### src/rtl/rv32m_pkg.sv
// rtl/rv32m_pkg.sv - shared RV32M op codes, widths and divider FSM state type
//
// Purpose: common definitions for the RV32M execution blocks (alu_m_extension
//          and rv32m_div_unit). Holds XLEN, the alu_control codes for the MUL
//          and DIV families, the divider state enum and small op decode helpers.
// Ports:   none (package).
package rv32m_pkg;

  localparam int XLEN = 32;

  localparam logic [4:0] OP_MUL    = 5'b01000;
  localparam logic [4:0] OP_MULH   = 5'b01001;
  localparam logic [4:0] OP_MULHU  = 5'b01010;
  localparam logic [4:0] OP_MULHSU = 5'b01011;
  localparam logic [4:0] OP_DIV    = 5'b01100;
  localparam logic [4:0] OP_DIVU   = 5'b01101;
  localparam logic [4:0] OP_REM    = 5'b01110;
  localparam logic [4:0] OP_REMU   = 5'b01111;

  typedef enum logic [1:0] {
    DIV_IDLE = 2'd0,
    DIV_CALC = 2'd1,
    DIV_FIX  = 2'd2,
    DIV_DONE = 2'd3
  } div_state_e;

  function automatic logic is_div_op(input logic [4:0] op);
    return (op == OP_DIV) || (op == OP_DIVU) || (op == OP_REM) || (op == OP_REMU);
  endfunction

  function automatic logic is_signed_op(input logic [4:0] op);
    return (op == OP_DIV) || (op == OP_REM);
  endfunction

  function automatic logic is_rem_op(input logic [4:0] op);
    return (op == OP_REM) || (op == OP_REMU);
  endfunction

endpackage

### src/rtl/rv32m_div_unit_if.sv
// rtl/rv32m_div_unit_if.sv - EX-stage request/response bundle for the divider
//
// Purpose: groups the divider request (start/flush/op/operands) and response
//          (result/done/busy/stall) signals.
// Ports (signals):
//   start, flush        request / pipeline kill          (master -> slave)
//   alu_control [4:0]   op select                        (master -> slave)
//   data1, data2        dividend / divisor               (master -> slave)
//   result              quotient or remainder            (slave -> master)
//   done, busy, stall   completion pulse, in-flight, hazard stall (slave -> master)
interface rv32m_div_unit_if;
  import rv32m_pkg::*;

  logic            start;
  logic            flush;
  logic [4:0]      alu_control;
  logic [XLEN-1:0] data1;
  logic [XLEN-1:0] data2;
  logic [XLEN-1:0] result;
  logic            done;
  logic            busy;
  logic            stall;

  modport master (
    output start, flush, alu_control, data1, data2,
    input  result, done, busy, stall
  );

  modport slave (
    input  start, flush, alu_control, data1, data2,
    output result, done, busy, stall
  );

endinterface

### src/rtl/rv32m_div_step.sv
// rtl/rv32m_div_step.sv - one restoring-division iteration (combinational)
//
// Purpose: shifts {rem, quo} left by one, trial-subtracts the divisor from the
//          widened partial remainder and sets the new quotient bit.
// Ports:
//   rem_in   in   XLEN  partial remainder (always < divisor)
//   quo_in   in   XLEN  dividend bits not yet consumed / quotient bits so far
//   divisor  in   XLEN  magnitude of the divisor
//   rem_out  out  XLEN  next partial remainder
//   quo_out  out  XLEN  next quotient/dividend shift register
module rv32m_div_step
  import rv32m_pkg::*;
(
  input  logic [XLEN-1:0] rem_in,
  input  logic [XLEN-1:0] quo_in,
  input  logic [XLEN-1:0] divisor,
  output logic [XLEN-1:0] rem_out,
  output logic [XLEN-1:0] quo_out
);

  logic [XLEN:0] shifted;
  logic [XLEN:0] diff;
  logic          fits;

  assign shifted = {rem_in, quo_in[XLEN-1]};
  assign diff    = shifted - {1'b0, divisor};
  // rem_in < divisor, so shifted < 2*divisor: a non-negative difference always
  // fits in XLEN bits and a borrow always sets the top bit.
  assign fits    = ~diff[XLEN];

  always_comb begin
    rem_out = shifted[XLEN-1:0];
    quo_out = {quo_in[XLEN-2:0], 1'b0};
    if (fits) begin
      rem_out    = diff[XLEN-1:0];
      quo_out[0] = 1'b1;
    end
  end

endmodule

### src/rtl/rv32m_div_unit.sv
// rtl/rv32m_div_unit.sv - iterative radix-2 divider for RV32M DIV/DIVU/REM/REMU
//
// Purpose: captures operands on an accepted start, runs 32 restoring steps,
//          applies sign fix-up and presents a registered result with a one
//          cycle done pulse. Divide-by-zero and signed overflow finish in one
//          cycle with the architectural results. Raises stall while in flight.
// Ports:
//   clk     in   clock, rising edge
//   rst_n   in   asynchronous active-low reset
//   div_if  slave modport: start, flush, alu_control, data1, data2 in;
//           result, done, busy, stall out
module rv32m_div_unit
  import rv32m_pkg::*;
(
  input logic            clk,
  input logic            rst_n,
  rv32m_div_unit_if.slave div_if
);

  div_state_e      state_q, state_d;
  logic [5:0]      count_q;
  logic [XLEN-1:0] rem_q, quo_q, divisor_q, result_q;
  logic            neg_quo_q, neg_rem_q, rem_op_q;

  logic            valid_op, accept, signed_op, rem_op;
  logic            a_neg, b_neg, div_zero, overflow, special;
  logic [XLEN-1:0] abs_a, abs_b, special_val;
  logic [XLEN-1:0] step_rem, step_quo;
  logic [XLEN-1:0] quo_fix, rem_fix, fix_val;
  logic            done, busy;

  // ---------------- request decode ----------------
  assign valid_op  = is_div_op(div_if.alu_control);
  assign signed_op = is_signed_op(div_if.alu_control);
  assign rem_op    = is_rem_op(div_if.alu_control);
  // flush wins over a same-cycle start
  assign accept    = (state_q == DIV_IDLE) && div_if.start && valid_op && !div_if.flush;

  assign a_neg = signed_op & div_if.data1[XLEN-1];
  assign b_neg = signed_op & div_if.data2[XLEN-1];
  assign abs_a = a_neg ? -div_if.data1 : div_if.data1;
  assign abs_b = b_neg ? -div_if.data2 : div_if.data2;

  assign div_zero = (div_if.data2 == '0);
  assign overflow = signed_op && (div_if.data1 == {1'b1, {(XLEN-1){1'b0}}})
                              && (div_if.data2 == '1);
  assign special  = div_zero | overflow;

  always_comb begin
    special_val = '0;
    if (div_zero) begin
      special_val = rem_op ? div_if.data1 : '1;
    end else if (overflow) begin
      special_val = rem_op ? '0 : {1'b1, {(XLEN-1){1'b0}}};
    end
  end

  // ---------------- datapath ----------------
  rv32m_div_step u_step (
    .rem_in  (rem_q),
    .quo_in  (quo_q),
    .divisor (divisor_q),
    .rem_out (step_rem),
    .quo_out (step_quo)
  );

  assign quo_fix = neg_quo_q ? -quo_q : quo_q;
  assign rem_fix = neg_rem_q ? -rem_q : rem_q;
  assign fix_val = rem_op_q ? rem_fix : quo_fix;

  always_ff @(posedge clk or negedge rst_n) begin
    if (!rst_n) begin
      count_q   <= '0;
      rem_q     <= '0;
      quo_q     <= '0;
      divisor_q <= '0;
      neg_quo_q <= 1'b0;
      neg_rem_q <= 1'b0;
      rem_op_q  <= 1'b0;
      result_q  <= '0;
    end else if (accept) begin
      count_q   <= '0;
      rem_q     <= '0;
      quo_q     <= abs_a;
      divisor_q <= abs_b;
      neg_quo_q <= a_neg ^ b_neg;
      neg_rem_q <= a_neg;
      rem_op_q  <= rem_op;
      // special cases skip the iteration and publish straight from the inputs
      if (special) begin
        result_q <= special_val;
      end
    end else if (state_q == DIV_CALC) begin
      rem_q   <= step_rem;
      quo_q   <= step_quo;
      count_q <= count_q + 6'd1;
    end else if ((state_q == DIV_FIX) && !div_if.flush) begin
      result_q <= fix_val;
    end
  end

  // ---------------- FSM ----------------
  always_ff @(posedge clk or negedge rst_n) begin
    if (!rst_n) begin
      state_q <= DIV_IDLE;
    end else begin
      state_q <= state_d;
    end
  end

  always_comb begin
    state_d = state_q;
    unique case (state_q)
      DIV_IDLE: if (accept) state_d = special ? DIV_DONE : DIV_CALC;
      DIV_CALC: if (count_q == 6'd31) state_d = DIV_FIX;
      DIV_FIX:  state_d = DIV_DONE;
      DIV_DONE: state_d = DIV_IDLE;
      default:  state_d = DIV_IDLE;
    endcase
    if (div_if.flush && (state_q != DIV_IDLE)) begin
      state_d = DIV_IDLE;
    end
  end

  always_comb begin
    done = (state_q == DIV_DONE);
    busy = (state_q != DIV_IDLE);
  end

  assign div_if.result = result_q;
  assign div_if.done   = done;
  assign div_if.busy   = busy;
  // request-side term lets the hazard unit freeze in the accept cycle itself
  assign div_if.stall  = (div_if.start & valid_op & ~done) | busy;

endmodule

### src/flat_wrapper.sv
// flat-port wrapper written by rule: the top's interface ports become plain ports
module rv32m_div_unit_flat import rv32m_pkg::*;
  (clk, rst_n, div_if_start, div_if_flush, div_if_alu_control, div_if_data1, div_if_data2, div_if_result, div_if_done, div_if_busy, div_if_stall);
  rv32m_div_unit_if div_if_i ();
  input logic clk;
  input logic rst_n;
  input wire logic [$bits(div_if_i.start)-1:0] div_if_start;
  input wire logic [$bits(div_if_i.flush)-1:0] div_if_flush;
  input wire logic [$bits(div_if_i.alu_control)-1:0] div_if_alu_control;
  input wire logic [$bits(div_if_i.data1)-1:0] div_if_data1;
  input wire logic [$bits(div_if_i.data2)-1:0] div_if_data2;
  output wire logic [$bits(div_if_i.result)-1:0] div_if_result;
  output wire logic [$bits(div_if_i.done)-1:0] div_if_done;
  output wire logic [$bits(div_if_i.busy)-1:0] div_if_busy;
  output wire logic [$bits(div_if_i.stall)-1:0] div_if_stall;
  assign div_if_i.start = div_if_start;
  assign div_if_i.flush = div_if_flush;
  assign div_if_i.alu_control = div_if_alu_control;
  assign div_if_i.data1 = div_if_data1;
  assign div_if_i.data2 = div_if_data2;
  assign div_if_result = div_if_i.result;
  assign div_if_done = div_if_i.done;
  assign div_if_busy = div_if_i.busy;
  assign div_if_stall = div_if_i.stall;
  rv32m_div_unit u_core (.clk(clk), .rst_n(rst_n), .div_if(div_if_i));
endmodule
### config.mk
export PLATFORM = sky130hd
export DESIGN_NAME = rv32m_div_unit_flat
export DESIGN_NICKNAME = d
export VERILOG_FILES = /design/src/rtl/rv32m_pkg.sv /design/src/rtl/rv32m_div_unit_if.sv /design/src/rtl/rv32m_div_step.sv /design/src/rtl/rv32m_div_unit.sv /design/src/flat_wrapper.sv
export SDC_FILE = /design/constraint.sdc
export NUM_CORES = 1
export LEC_CHECK = 0
export ABC_AREA = 1
export ABC_CLOCK_PERIOD_IN_PS = 5310
export CAP_MARGIN = 20
export CORE_UTILIZATION = 30
export DETAILED_ROUTE_END_ITERATION = 12
export PLACE_DENSITY = 0.54
export SLEW_MARGIN = 0
export SYNTH_ARGS = -nofsm -noshare
export SYNTH_HDL_FRONTEND = slang
export SYNTH_HIERARCHICAL = 1
export SYNTH_SLANG_ARGS = --single-unit
### constraint.sdc
create_clock -name clk -period 5.31 [get_ports clk]
set_input_delay 0.7965 -clock clk [delete_from_list [all_inputs] [get_ports clk]]
set_output_delay 0.7965 -clock clk [all_outputs]
set_load 0.01 [all_outputs]
**Run 1: supply network**

Scale bar: 50 um. Pins as bars on the die edge. Tap cells in gray.
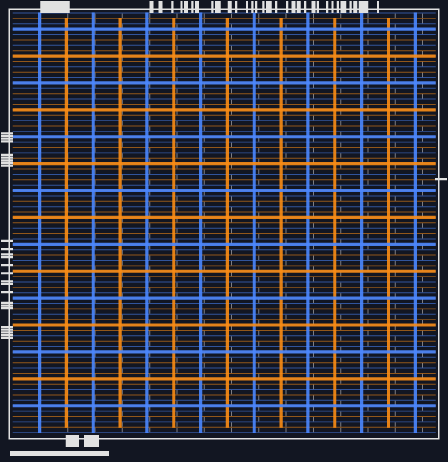
color	net
blue	VSS
orange	VDD
rows	78
met1 rails	79
core area: 0.0454 mm2
Peak VDD IR: 310 uV
die y size: 216 um
die width: 216 um

**Run 1: placed cells, one color a class**

Scale bar: 50 um.
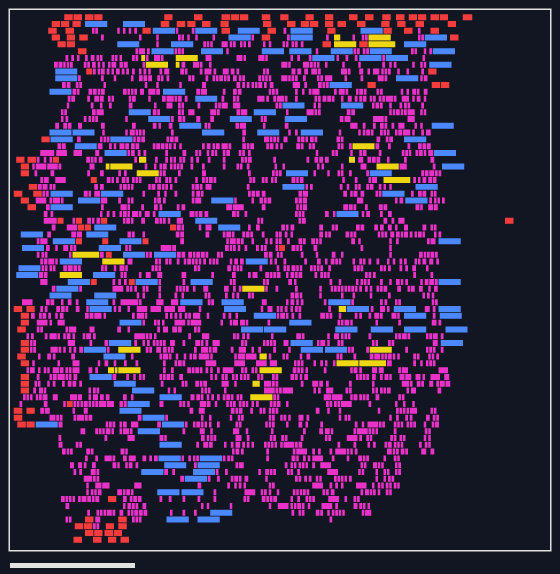
color	class	cells	share of their area
magenta	all other logic	2156	65%
red	other buffers and delay cells	124	8.0%
blue	flip-flops	139	23%
yellow	clock drivers and dummy loads	32	4.1%
flop share of the area: 22.0%
Final Cell Area: 0.0158 mm2
Std-Cell Rows: 78
Post-Route Utilization: 34.8%

**Run 1: clock distribution**

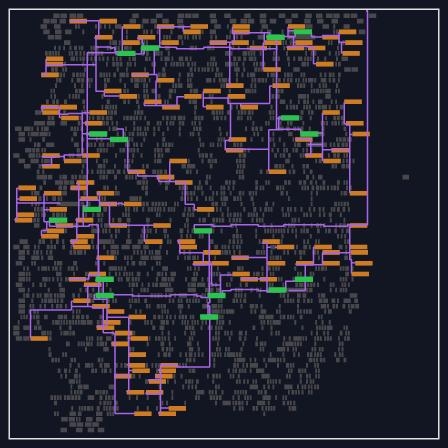
[orange] flip-flops | count: 139
[purple] clock wires | length: 2430 um
[green] cells driving clock nets | count: 17
routed clock nets	18
Clk power: 1.31 mW
clock share of power: 13.0%
clk latency late pin: 0.46 ns

**Run 1: signal wires by layer**

Scale bar: 50 um. Two of the layers only.
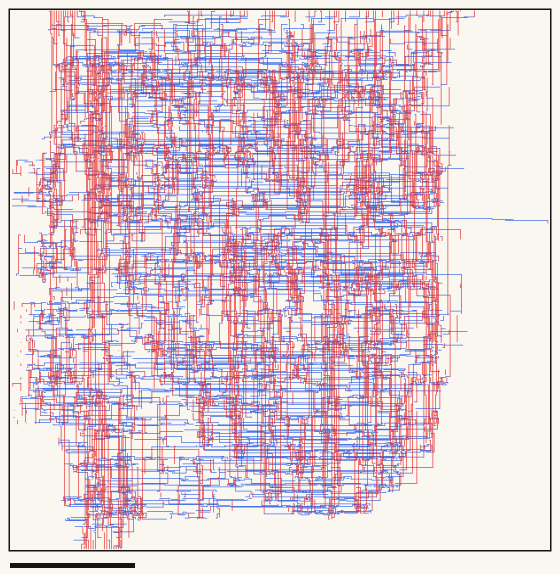
color	layer	wire length
red	met2	23.0 mm
blue	met1	25.6 mm
Detailed Route WL: 52800 um
DR vias: 15100
wire per inst: 17.3 um
total track usage: 22.6%

==> impl_metrics.ini, run 1 <==
; yosys + openroad results
[layout]
lay_top_cells = nand2_1 (878), inv_1 (325), nor2_1 (304)
drive_gt1_share_pct = 3.22
lay_top_count = nand2_1
layout.nets = 2556
nFillCells = 5070
final_cells = 3051
diodes = 0
area_delta_synth_final_pct = 14.5

[clock_tree]
cts_hold_buf = 0
cts.sinks = 139
numCtsBuffers = 17
cts_resized = 0
cts.clk_slew.worst_paths_ns = 0.06
root_buffer = clkbuf_16
htreeDepth = 4
tritoncts = yes
postCtsSetupBuffers = 0
clk_path_buf_depth = 2

[setup_path]
max_stage_delay_ns = 0.57
crit_required_ns = 5.71
worstPathCellList = clkdlybuf4s50_1, nand2_1, nor2_1, nand2_1, nor3_4, inv_4, buf_4, buf_4, nor3_1, o21ai_0, nand2_1
critPathLaunchType = input pin
crit_top_cell = nand2_1
cp-end-kind = register
worstSetupPathType = input pin to register
critPathMaxFanout = 87
crit_slowest_cell = nor3_1
worstPathArrival_ns = 3.88

[final_timing]
hold_viol_final = 0
setup_viol = 0
finClkSkew_ns = 0.0162
fin_setup_tns_ns = 0
final.period_utilization_pct = 65.5
relSlewSlack_pct = 34.4
worst_pin_slew_ns = 0.983
fmax_mhz = 288
slew_viol_final = 0
rsz0062_at_grt = false
min_period_ns = 3.48

[global_routing]
top_usage_layer = met2
grt_pass1_vias = 13900
grt_use_met1_pct = 32.4
grt_pass1_wl_um = 81300
grtUsageMet2_pct = 34.3
grt_max_degree = 97
use_met3_pct = 4.72
antenna_found_initial = 0
grt.overflow.total = 0

[route]
topRoutingLayerUsed = met4
wl_met3_um = 3360
via_per_inst = 4.95
drc = 0
route.met2.wl_um = 23000
ant_nets = 0
wl_met1_um = 25600
dr.pass1.iters = 5
drtIter0Drc = 1430

[synthesis]
ys_seq_share_pct = 25.2
syn_nets = 2519
synth_cells = 2401
yosysCellCount = 2401
ys.flops = 139
synth_cell_types = 45
area_leaders = dfrtp_1 (25%), nand2_1 (24%), inv_1 (8.8%)
synth_chip_area_mm2 = 0.0138
yosysWarnings = 6
syn_area_mm2 = 0.0138
top_cell_area_share_pct = 25.2
top_area_cell = dfrtp_1
syn_area_per_cell_um2 = 5.74

[power]
p_int_mw = 4.51
power_density_mw_per_mm2 = 638
power_frac_comb_pct = 66.7
p_leak_nw = 8.32
p_sw_share_pct = 55.3
p_sw_mw = 5.58
p_seq_share_pct = 20.3

[placed_design]
routabilityCongestion = 0.951
port_buffers = 107
dp_cells = 3019
place_hpwl_um = 41800

[min_path]
hp-class = input pin to async pin

[job]
stage_log_warnings = 32
maxCapViolations = 0

[run_status]
status = completed

[floorplanning]
fp-utilization_pct = 30.4
ioPinCount = 108
chipArea_mm2 = 0.0468
[run 1: worst max-delay path, delay by kind of cell]
kind / cells / cell delay (ns)
simple gates: 6 / 1.52
buf+inv: 4 / 1.34
compound gates: 1 / 0.19
[run 1: cell usage after synthesis, drive strengths merged]
cell type,count
nand2,889
buf,59
a31oi,33
a21boi,2
o21bai,8
a22oi,1
a22o,1
o21a,7
xnor2,6
nor2,307
and3,2
or2,7
nand4,16
o22ai,14
o221ai,4
nand3,172
inv,329
o21ai,118
a21oi,78
fa,1
ha,44
a21o,1
nor3,31
clkbuf,47
and2,4
o211ai,22
nor4,3
a41oi,1
xor2,43
nand3b,9
o31ai,3
dfrtp,139
[run 1: metrics by stage]
| step | util [%] | setup slack (ns) | hold slack [ns] | total power, mW | area [um2] |
|---|---|---|---|---|---|
| CTS | 34.8 | 1.87 | 0.486 | 10.0 | 15800 |
| detailed placement | 33.4 | 1.41 | 0.469 | 8.69 | 15200 |
| floorplan | - | 2.94 | 0.449 | 6.70 | 13800 |
| finish | 34.8 | 1.83 | 0.461 | 10.1 | 15800 |
| global placement | 33.4 | 1.35 | 0.467 | 8.64 | 15200 |
| global route | 34.8 | 1.72 | 0.510 | 11.1 | 15800 |
[run 1: kinds of logic (layout without fill, tap and decap cells)]
logic type	after synthesis	in the layout	synth area share [%]
AOI/OAI and AO/OA	293	293	12.1
DFF	139	139	25.2
xor gates and xnor gates	49	49	3.11
and+or+nand+nor	1440	1440	42.3
buffers and inverters	435	485	13.1
adders and majority gates	45	45	4.14
[run 1: power groups by stage]
stage | Clock, mW | Combinational [mW] | Sequential (mW)
finish | 1.31 | 6.72 | 2.05
detailed placement | 0 | 6.63 | 2.06
global route | 1.38 | 7.57 | 2.11
CTS | 1.34 | 6.65 | 2.04
global placement | 0 | 6.59 | 2.05
floorplan | 0 | 4.81 | 1.89
[run 1: layout make-up]
cell class	count	area (um2)	area share, %
tap	600	751	4.75
clock buffer	18	429	2.72
multi-input combinational	1827	8510	53.9
sequential	139	3480	22.0
clock inverter	14	193	1.22
timing repair buffer	124	1200	7.60
inverter	329	1240	7.83
[run 1: final timing paths]
check | from | end | slack [ns] | cells past startpoint
max | div_if_alu_control[3] | u_core/div_if.result[14]$_DFFE_PN0P_ | 1.83 | 11
min | rst_n | u_core/div_if.result[4]$_DFFE_PN0P_ | 0.46 | 1
max reg2reg | u_core/state_q[1]$_DFFE_PN0P_ | u_core/div_if.result[14]$_DFFE_PN0P_ | 2.05 | 10
min reg2reg | u_core/divisor_q[29]$_DFFE_PN0P_ | u_core/divisor_q[29]$_DFFE_PN0P_ | 0.48 | 2
max in group asynchronous | rst_n | u_core/divisor_q[23]$_DFFE_PN0P_ | 3.60 | 2
min in group clk | u_core/divisor_q[29]$_DFFE_PN0P_ | u_core/divisor_q[29]$_DFFE_PN0P_ | 0.48 | 2
[run 1: flip-flops by register name, indices dropped and copies added (netlist names)]
register              count
u_core/count_q            6
u_core/div_if.result     32
u_core/divisor_q         32
u_core/neg_quo_q          1
u_core/neg_rem_q          1
u_core/quo_q             32
u_core/rem_op_q           1
u_core/rem_q             32
u_core/state_q            2
==> run 1 -> run 2 <==
--- a/config.mk
+++ b/config.mk
@@ -6,7 +6,7 @@
 export NUM_CORES = 1
 export LEC_CHECK = 0
 export ABC_AREA = 1
-export ABC_CLOCK_PERIOD_IN_PS = 5310
+export ABC_CLOCK_PERIOD_IN_PS = 3500
 export CAP_MARGIN = 20
 export CORE_UTILIZATION = 30
 export DETAILED_ROUTE_END_ITERATION = 12
==> constraint.sdc (replaced) <==
create_clock -name clk -period 3.5 [get_ports clk]
set_input_delay 0.525 -clock clk [delete_from_list [all_inputs] [get_ports clk]]
set_output_delay 0.525 -clock clk [all_outputs]
set_load 0.01 [all_outputs]
**Run 2: signal wires by layer**

Scale bar: 50 um. Two of the layers only.
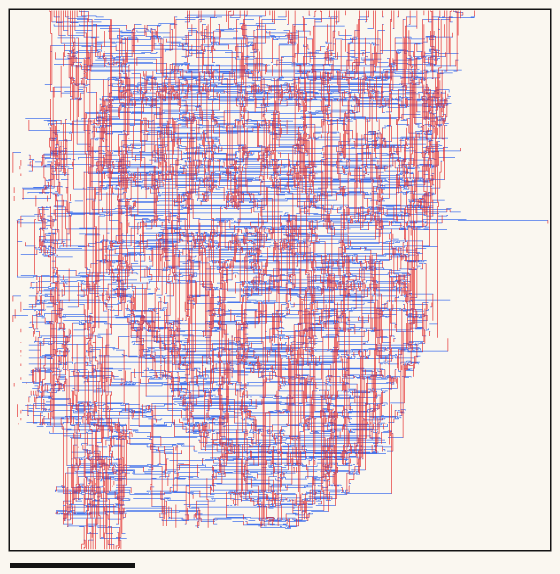
color	layer	wire length
blue	met1	24.1 mm
red	met2	22.6 mm
wire per inst: 16.9 um
Detailed Route WL: 51600 um
DR vias: 15200
total track usage: 22.3%

==> run 2 against run 1 <==
Against the previous run:
- count of clock-buffer cells in the layout stayed put
- via count is 0.60% higher
- sequential power is about 50% higher
- clock power is 44% higher
- sequential cell count stayed put
- first-iteration DRC count is 6.8% higher
- worst setup slack worse by 1.2 ns
- highest routed layer unchanged
==> impl_metrics.ini, run 2 <==
; yosys + openroad results
[layout]
layout.nets = 2565
final_util_pct = 35.0
lay_top_cells = nand2_1 (878), inv_1 (325), nor2_1 (304)
drive_gt1_share_pct = 3.58
lay_top_count = nand2_1

[synthesis]
flop_cell = dfrtp_1
syn_nets = 2519
edf_count = 0
ys.flops = 139
top_area_cell = dfrtp_1
top_cell_area_share_pct = 25.2
synth.cells.most_frequent = nand2_1 (879), inv_1 (325), nor2_1 (304)
synth_chip_area_mm2 = 0.0138
yosysWarnings = 6
ys_seq_share_pct = 25.2
syn_area_mm2 = 0.0138
yosysCellCount = 2401
synth_cell_types = 45
synth_cells = 2401
most_common_cell = nand2_1
area_leaders = dfrtp_1 (25%), nand2_1 (24%), inv_1 (8.8%)

[setup_path]
crit_top_cell = nand2_1
worstPathCellList = inv_1, ha_1, fa_1, inv_1, nand2_1, nand2_1, nand3_1, nand2_2, nand2_1, nand2_2, nand2_2, nand3_1, nand2_4, nand2_1, nand2_1, nand3_1, a21boi_0, inv_1
crit_end = u_core/rem_q[7]$_DFFE_PN0P_
cp-end-kind = register
reg2regPathDepth = 18
worstSetupPathType = register to register
regToRegEndpoint = u_core/rem_q[7]$_DFFE_PN0P_
startpoint = u_core/quo_q[31]$_DFFE_PN0P_
worstPathArrival_ns = 3.23
crit_slowest_cell = fa_1
critPathMaxFanout = 33
max_stage_delay_ns = 0.41
critPathLaunchType = register
rr_startpoint = u_core/quo_q[31]$_DFFE_PN0P_

[clock_tree]
postCtsSetupBuffers = 0
cts_resized = 0
cts_hold_buf = 0
clock_latency_ns = 0.45
cts.sinks = 139
clk_path_buf_depth = 2
numCtsBuffers = 17
htreeDepth = 4
tritoncts = yes
root_buffer = clkbuf_16

[placed_design]
port_buffers = 107
place_hpwl_um = 41200
routabilityCongestion = 0.949

[global_routing]
grt_max_degree = 97
grt_pass1_wl_um = 80700
grt.overflow.total = 0
antenna_found_initial = 0
grt_pass1_vias = 14100

[route]
ant_nets = 0
drc = 0
dr.pass1.iters = 5
via_per_inst = 4.97
drtIter0Drc = 1527

[job]
stage_log_warnings = 32
maxCapViolations = 0

[final_timing]
hold_viol_final = 0
fin_setup_tns_ns = 0
finClkSkew_ns = 0.0123
final.period_utilization_pct = 82.7
slew_viol_final = 0
rsz0062_at_grt = false

[floorplanning]
die_h_um = 216
die_w_um = 216
row_count = 78
fp-utilization_pct = 30.4
ioPinCount = 108

[run_status]
status = completed

[power]
p_leak_nw = 8.37
ir_drop_uv = 432
power_density_mw_per_mm2 = 959
[run 2: metal layers]
metal | vias up | GRT usage, % | routed length [um]
met2 | 491 | 33.9 | 22600
met1 | 7016 | 31.3 | 24100
met3 | 59 | 4.36 | 3790
met5 | - | 0 | 0
met4 | 0 | 7.25 | 1210
li1 | 7624 | - | -
[run 2: report_power, final]
| part | total (mW) | internal (mW) | switching, mW |
|---|---|---|---|
| Sequential | 3.07 | 2.30 | 0.772 |
| Clock | 1.89 | 1.13 | 0.764 |
| Combinational | 10.3 | 3.38 | 6.89 |
[run 2: metrics by stage]
stage          cell area (um2)  hold slack, ns  total power, mW  setup WS, ns
2_1_floorplan            13800           0.229             10.2          1.13
5_1_grt                  15900           0.142             16.7         0.382
6_report                 15900          0.0902             15.2         0.606
4_1_cts                  15900           0.105             15.1         0.650
3_3_place_gp             15300           0.467             13.1         0.400
3_5_place_dp             15300           0.468             13.2         0.370
[run 2: worst min path at each step]
stage | slack (ns) | endpoint | startpoint
floorplan | 0.23 | u_core/count_q[0]$_DFFE_PN0P_ | rst_n
global placement | 0.47 | u_core/divisor_q[27]$_DFFE_PN0P_ | u_core/divisor_q[27]$_DFFE_PN0P_
detailed placement | 0.47 | u_core/div_if.result[22]$_DFFE_PN0P_ | u_core/div_if.result[22]$_DFFE_PN0P_
CTS | 0.11 | u_core/div_if.result[4]$_DFFE_PN0P_ | rst_n
global route | 0.14 | u_core/div_if.result[4]$_DFFE_PN0P_ | rst_n
finish | 0.09 | u_core/div_if.result[4]$_DFFE_PN0P_ | rst_n
[run 2: kinds of logic (layout without fill, tap and decap cells)]
kind of cell	count (synthesis)	after routing	share of synthesized area [%]
AOI/OAI and AO/OA	293	293	12.1
buffers and inverters	435	493	13.1
DFF	139	139	25.2
adders and majority gates	45	45	4.14
and+or+nand+nor	1440	1440	42.3
xor gates and xnor gates	49	49	3.11
[run 2: worst max-delay path, delay by kind of cell (launching register included)]
| kind | cells | cell delay (ns) |
|---|---|---|
| AND-OR/OR-AND | 1 | 0.20 |
| buffers and inverters | 3 | 0.26 |
| adder cells (fa/ha/maj) | 2 | 0.64 |
| flip-flops | 1 | 0.40 |
| AND/OR/NAND/NOR | 12 | 1.25 |
[run 2: area by class of cell]
type	instances	area, um2
Multi-Input combinational cell	1827	8510
Sequential cell	139	3480
Clock inverter	13	151
Inverter	329	1240
Tap cell	600	751
Timing Repair Buffer	133	1320
Clock buffer	18	439
Fill cell	5072	29500
No activity file was given, so power comes from the tool's default toggle rates.
